wires.png
Only two layers are drawn.
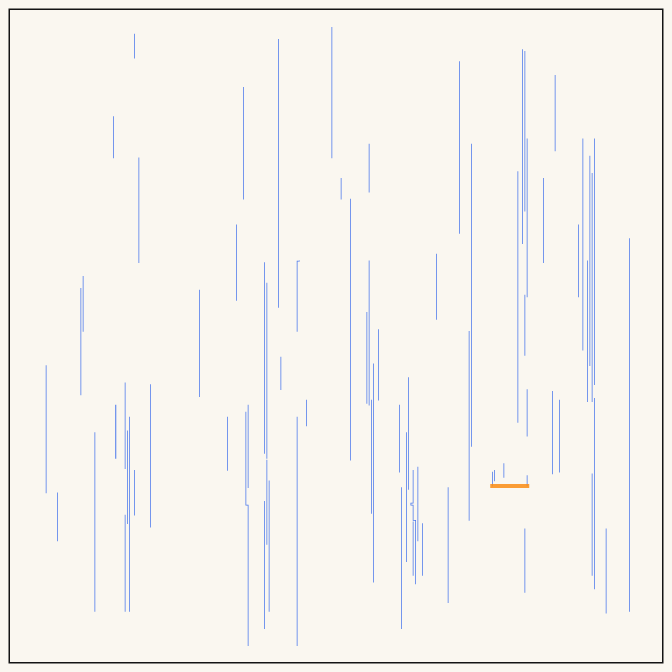
layer_met3.png
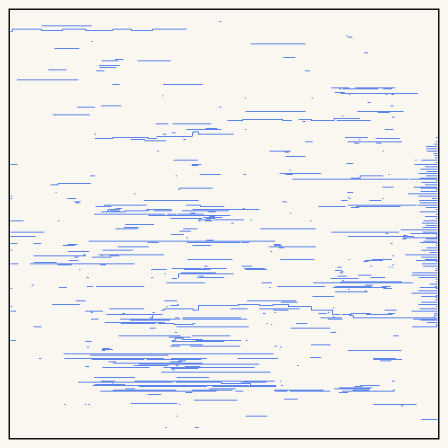
congestion.png
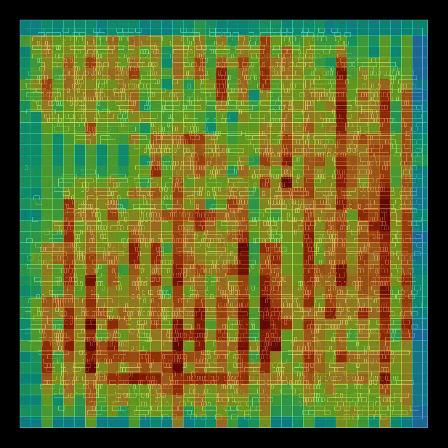
File: src/rtl/branch_predictor.sv
// Direct-mapped branch target buffer with 2-bit saturating direction counters.
// The fetch stage looks it up combinationally. The resolve stage updates one
// entry per cycle. Branch and mispredict statistics counters are kept beside it.

package branch_buffer_types_pkg;
  localparam int TAG_W = 28;
  localparam int IND_W = 2;
  localparam int PAD_W = 2;

  typedef struct packed {
    logic [TAG_W-1:0] tag;
    logic [IND_W-1:0] idx;
    logic [PAD_W-1:0] pad;
  } pc_t;

  typedef struct packed {
    logic             valid;
    logic [TAG_W-1:0] tag;
    logic [31:0]      target;
  } buffer_t;
endpackage

module branch_predictor
  import branch_buffer_types_pkg::*;
#(
  parameter int         IND_W     = 2,
  parameter logic [1:0] INIT_CNT  = 2'b01,
  parameter logic [1:0] ALLOC_CNT = 2'b10,
  parameter int         STAT_W    = 32
) (
  input  logic              CLK,
  input  logic              nRST,
  input  logic [31:0]       fetch_pc,
  output logic              pred_taken,
  output logic [31:0]       pred_target,
  output logic              pred_hit,
  input  logic              upd_en,
  input  logic [31:0]       upd_pc,
  input  logic              upd_taken,
  input  logic [31:0]       upd_target,
  input  logic              upd_pred_taken,
  input  logic [31:0]       upd_pred_target,
  output logic [STAT_W-1:0] branch_count,
  output logic [STAT_W-1:0] mispredict_count
);

  localparam int NUM_ENT = 2 ** IND_W;

  buffer_t     buf_q [NUM_ENT];
  buffer_t     buf_d [NUM_ENT];
  logic [1:0]  cnt_q [NUM_ENT];
  logic [1:0]  cnt_d [NUM_ENT];
  logic [STAT_W-1:0] branch_q, branch_d;
  logic [STAT_W-1:0] mispred_q, mispred_d;

  pc_t     fetch_s;
  pc_t     upd_s;
  buffer_t fetch_ent_s;
  buffer_t upd_ent_s;
  logic    upd_hit_s;
  logic    mispredict_s;
  logic    unused_pad_s;

  assign fetch_s      = pc_t'(fetch_pc);
  assign upd_s        = pc_t'(upd_pc);
  // Byte-offset bits never take part in the lookup.
  assign unused_pad_s = ^{fetch_s.pad, upd_s.pad};

  // Lookup reads pre-update state only; an update on this edge shows up next cycle.
  always_comb begin
    fetch_ent_s = buf_q[fetch_s.idx];
    pred_hit    = fetch_ent_s.valid && (fetch_ent_s.tag == fetch_s.tag);
    pred_taken  = pred_hit && cnt_q[fetch_s.idx][1];
    if (pred_taken) begin
      pred_target = fetch_ent_s.target;
    end else begin
      pred_target = fetch_pc + 32'd4;
    end
  end

  // Mispredict: wrong direction, or correctly taken but to the wrong target.
  always_comb begin
    mispredict_s = upd_en && ((upd_pred_taken != upd_taken) ||
                   (upd_taken && upd_pred_taken && (upd_pred_target != upd_target)));
  end

  // Next-state for the buffer entries and direction counters.
  always_comb begin
    for (int i = 0; i < NUM_ENT; i++) begin
      buf_d[i] = buf_q[i];
      cnt_d[i] = cnt_q[i];
    end
    upd_ent_s = buf_q[upd_s.idx];
    upd_hit_s = upd_ent_s.valid && (upd_ent_s.tag == upd_s.tag);
    if (upd_en) begin
      if (upd_hit_s && upd_taken) begin
        buf_d[upd_s.idx].target = upd_target;
        if (cnt_q[upd_s.idx] != 2'b11) begin
          cnt_d[upd_s.idx] = cnt_q[upd_s.idx] + 2'd1;
        end else begin
          cnt_d[upd_s.idx] = 2'b11;
        end
      end else if (upd_hit_s) begin
        if (cnt_q[upd_s.idx] != 2'b00) begin
          cnt_d[upd_s.idx] = cnt_q[upd_s.idx] - 2'd1;
        end else begin
          cnt_d[upd_s.idx] = 2'b00;
        end
      end else if (upd_taken) begin
        buf_d[upd_s.idx].valid  = 1'b1;
        buf_d[upd_s.idx].tag    = upd_s.tag;
        buf_d[upd_s.idx].target = upd_target;
        cnt_d[upd_s.idx]        = ALLOC_CNT;
      end else begin
        cnt_d[upd_s.idx] = cnt_q[upd_s.idx];
      end
    end else begin
      cnt_d[upd_s.idx] = cnt_q[upd_s.idx];
    end
  end

  // Statistics next-state; both counters wrap silently.
  always_comb begin
    if (upd_en) begin
      branch_d = branch_q + STAT_W'(1);
    end else begin
      branch_d = branch_q;
    end
    if (mispredict_s) begin
      mispred_d = mispred_q + STAT_W'(1);
    end else begin
      mispred_d = mispred_q;
    end
  end

  // State registers; async reset discards any update pending on the edge.
  always_ff @(posedge CLK or negedge nRST) begin
    if (!nRST) begin
      for (int i = 0; i < NUM_ENT; i++) begin
        buf_q[i] <= '0;
        cnt_q[i] <= INIT_CNT;
      end
      branch_q  <= '0;
      mispred_q <= '0;
    end else begin
      for (int i = 0; i < NUM_ENT; i++) begin
        buf_q[i] <= buf_d[i];
        cnt_q[i] <= cnt_d[i];
      end
      branch_q  <= branch_d;
      mispred_q <= mispred_d;
    end
  end

  assign branch_count     = branch_q;
  assign mispredict_count = mispred_q;

endmodule
File: config.mk
export PLATFORM = sky130hd
export DESIGN_NAME = branch_predictor
export DESIGN_NICKNAME = d
export VERILOG_FILES = /design/src/rtl/branch_predictor.sv
export SDC_FILE = /design/constraint.sdc
export NUM_CORES = 1
export LEC_CHECK = 0
export ABC_AREA = 1
export ABC_CLOCK_PERIOD_IN_PS = 8200
export CORE_MARGIN = 3
export CORE_UTILIZATION = 30
export CTS_CLUSTER_DIAMETER = 40
export DETAILED_ROUTE_END_ITERATION = 16
export GPL_TIMING_DRIVEN = 0
export HOLD_SLACK_MARGIN = 0.15
export PLACE_DENSITY = 0.44
export SLEW_MARGIN = 30
export SYNTH_ARGS = -nofsm -noshare
export SYNTH_HDL_FRONTEND = slang
export SYNTH_SLANG_ARGS = --single-unit
File: constraint.sdc
create_clock -name CLK -period 8.2 [get_ports CLK]
set_clock_uncertainty 0.2 [all_clocks]
set_input_delay 1.64 -clock CLK [delete_from_list [all_inputs] [get_ports CLK]]
set_output_delay 1.64 -clock CLK [all_outputs]
set_load 0.01 [all_outputs]
==> flow_summary.html <==
<h2>Implementation results</h2>
<table>
<tr><th>Metric</th><th>Value</th></tr>
<tr><th colspan="2">Status</th></tr>
<tr><td>Result of the run</td><td>complete, no violations</td></tr>
<tr><th colspan="2">STA</th></tr>
<tr><td>Max Freq</td><td>0.124 GHz</td></tr>
<tr><td>Worst slew pin tran</td><td>1010 ps</td></tr>
<tr><td>Final-layout setup total negative slack</td><td>0 ps</td></tr>
<tr><td>Max transition margin</td><td>32.6%</td></tr>
<tr><td>RSZ-0062 raised after global routing</td><td>false</td></tr>
<tr><td>Setup violation total in the final timing report</td><td>0</td></tr>
<tr><th colspan="2">Finish</th></tr>
<tr><td>Net total in the final layout</td><td>3197</td></tr>
<tr><td>Area-dominant class</td><td>multi-input combinational cells</td></tr>
<tr><td>Fraction of area in non-clock buffers</td><td>12.1%</td></tr>
<tr><td>Area taken by flip-flops and latches</td><td>0.00791 sq mm</td></tr>
<tr><td>Flip-flop and latch share of the layout cell area</td><td>31.6%</td></tr>
<tr><td>Count of multi-input gates</td><td>2066</td></tr>
<tr><td>Share of layout cells above drive strength 1</td><td>7.09%</td></tr>
<tr><td>Non-clock inverter count in the final layout</td><td>240</td></tr>
<tr><td>Final-layout fill cell count</td><td>6565</td></tr>
<tr><th colspan="2">Logic synthesis</th></tr>
<tr><td>Yosys top cell by area</td><td>sky130_fd_sc_hd__dfrtp_1</td></tr>
<tr><td>Summed instance area of the synthesized netlist</td><td>0.0191 sq mm</td></tr>
<tr><td>Count of instantiated cells in the yosys netlist</td><td>2754</td></tr>
<tr><td>Parity-gate share of the synthesized area counting xor and xnor cells</td><td>6.06%</td></tr>
<tr><td>Distinct cells, synth</td><td>44</td></tr>
<tr><td>Area share of and-or/or-and cells after synthesis</td><td>12.3%</td></tr>
<tr><td>Largest logic family</td><td>simple AND/OR/NAND/NOR gates</td></tr>
<tr><td>Mean area per synthesized cell</td><td>6.92 sq um</td></tr>
<tr><td>Part of the Yosys area used for sequential elements</td><td>41.5%</td></tr>
<tr><td>Top post-synthesis cells by count</td><td>sky130_fd_sc_hd__nand2_1 (1049), sky130_fd_sc_hd__dfrtp_1 (312), sky130_fd_sc_hd__o21ai_0 (298)</td></tr>
<tr><td>Proportion of netlist area held by the largest area contributor</td><td>41.0%</td></tr>
<tr><th colspan="2">Worst setup path</th></tr>
<tr><td>Critical path data arrival time</td><td>6250 ps</td></tr>
<tr><td>Number of buffers and inverters on the critical path</td><td>5</td></tr>
<tr><td>Required time reported for the critical path endpoint</td><td>6360 ps</td></tr>
<tr><td>Setup slack of the most critical reg-to-reg path</td><td>5250 ps</td></tr>
<tr><td>Reg-to-reg endpoint</td><td>buf_q[167]$_DFFE_PN0P_</td></tr>
<tr><td>Critical path class</td><td>input pin to output pin</td></tr>
<tr><td>Critical Path, Cell by Cell</td><td>clkdlybuf4s50_1 -&gt; buf_4 -&gt; clkbuf_1 -&gt; nand2_1 -&gt; nand3_1 -&gt; nand2_1 -&gt; nand2_1 -&gt; nand2_1 -&gt; nor2_1 -&gt; nand4_1 -&gt; nor2_1 -&gt; nand2_1 -&gt; nor2_1 -&gt; nand3_2 -&gt; clkbuf_1 -&gt; o21ai_0 -&gt; clkdlybuf4s50_1</td></tr>
<tr><td>Worst stage delay on the critical path</td><td>780 ps</td></tr>
<tr><td>Category of cells accounting for the largest share of critical-path delay</td><td>buffers and inverters</td></tr>
<tr><td>Total stage count of the critical path</td><td>17</td></tr>
<tr><th colspan="2">Global routing</th></tr>
<tr><td>Largest net degree at the start of global routing</td><td>80</td></tr>
<tr><th colspan="2">Pwr</th></tr>
<tr><td>Combinational group power</td><td>1.19 mW</td></tr>
<tr><td>Power density over the cells</td><td>252 mW/mm^2</td></tr>
<tr><td>Power Clock</td><td>3.08 mW</td></tr>
<tr><td>Cell internal power dissipation</td><td>4.38 mW</td></tr>
<tr><td>Overall power of the completed layout</td><td>6.31 mW</td></tr>
<tr><td>Clock network fraction of total power</td><td>48.9%</td></tr>
<tr><th colspan="2">Routing</th></tr>
<tr><td>Metal-1 WL</td><td>36500 microns</td></tr>
<tr><td>Post-route DRC violation count</td><td>0</td></tr>
<tr><td>Ratio of routed vias to standard cells</td><td>5.03</td></tr>
<tr><td>Met3 Routed Length</td><td>6340 microns</td></tr>
<tr><td>Number of detailed-routing iterations run before antenna repair</td><td>5</td></tr>
<tr><th colspan="2">Floorplanning</th></tr>
<tr><td>Area of the die</td><td>0.0666 sq mm</td></tr>
<tr><td>Core area</td><td>0.0623 sq mm</td></tr>
<tr><td>Number of placement rows</td><td>91</td></tr>
<tr><th colspan="2">Placement</th></tr>
<tr><td>Placed cell count</td><td>3818</td></tr>
<tr><td>GP Congestion</td><td>0.928</td></tr>
<tr><td>Placement-stage worst setup slack</td><td>106 ps</td></tr>
<tr><th colspan="2">Clock tree</th></tr>
<tr><td>Clock sinks</td><td>316</td></tr>
<tr><td>Maximum buffer depth of the clock tree</td><td>3</td></tr>
<tr><td>Number of resized instances in the post-cts repair step</td><td>0</td></tr>
<tr><td>Clock slew at reported path FFs</td><td>50 ps</td></tr>
<tr><td>TritonCTS clock tree</td><td>yes</td></tr>
<tr><th colspan="2">Flow run</th></tr>
<tr><td>Maxcap violations</td><td>0</td></tr>
<tr><td>Count of tool warnings</td><td>29</td></tr>
</table>
Notes on wires.png above:
Key: metal 5 = orange [wire length 13.8 microns]; metal 4 = blue [wire length 3660 microns]
Vias: 19900
Total Routing Usage GR: 25.2%

Notes on layer_met3.png above:
319 nets have wire on it. The layer holds 7.4% of the routed length. The wires run mostly horizontal. The layer carries 6340 microns of wire.
total wire length after detailed routing: 85300 microns
met3 capacity usage during global routing: 6.17%

Notes on congestion.png above:
global-route met2 utilization: 40.3%
average detailed-routed wire length per instance: 21.5 microns
global route hottest layer: met2

No activity file was given, so power comes from the tool's default toggle rates.
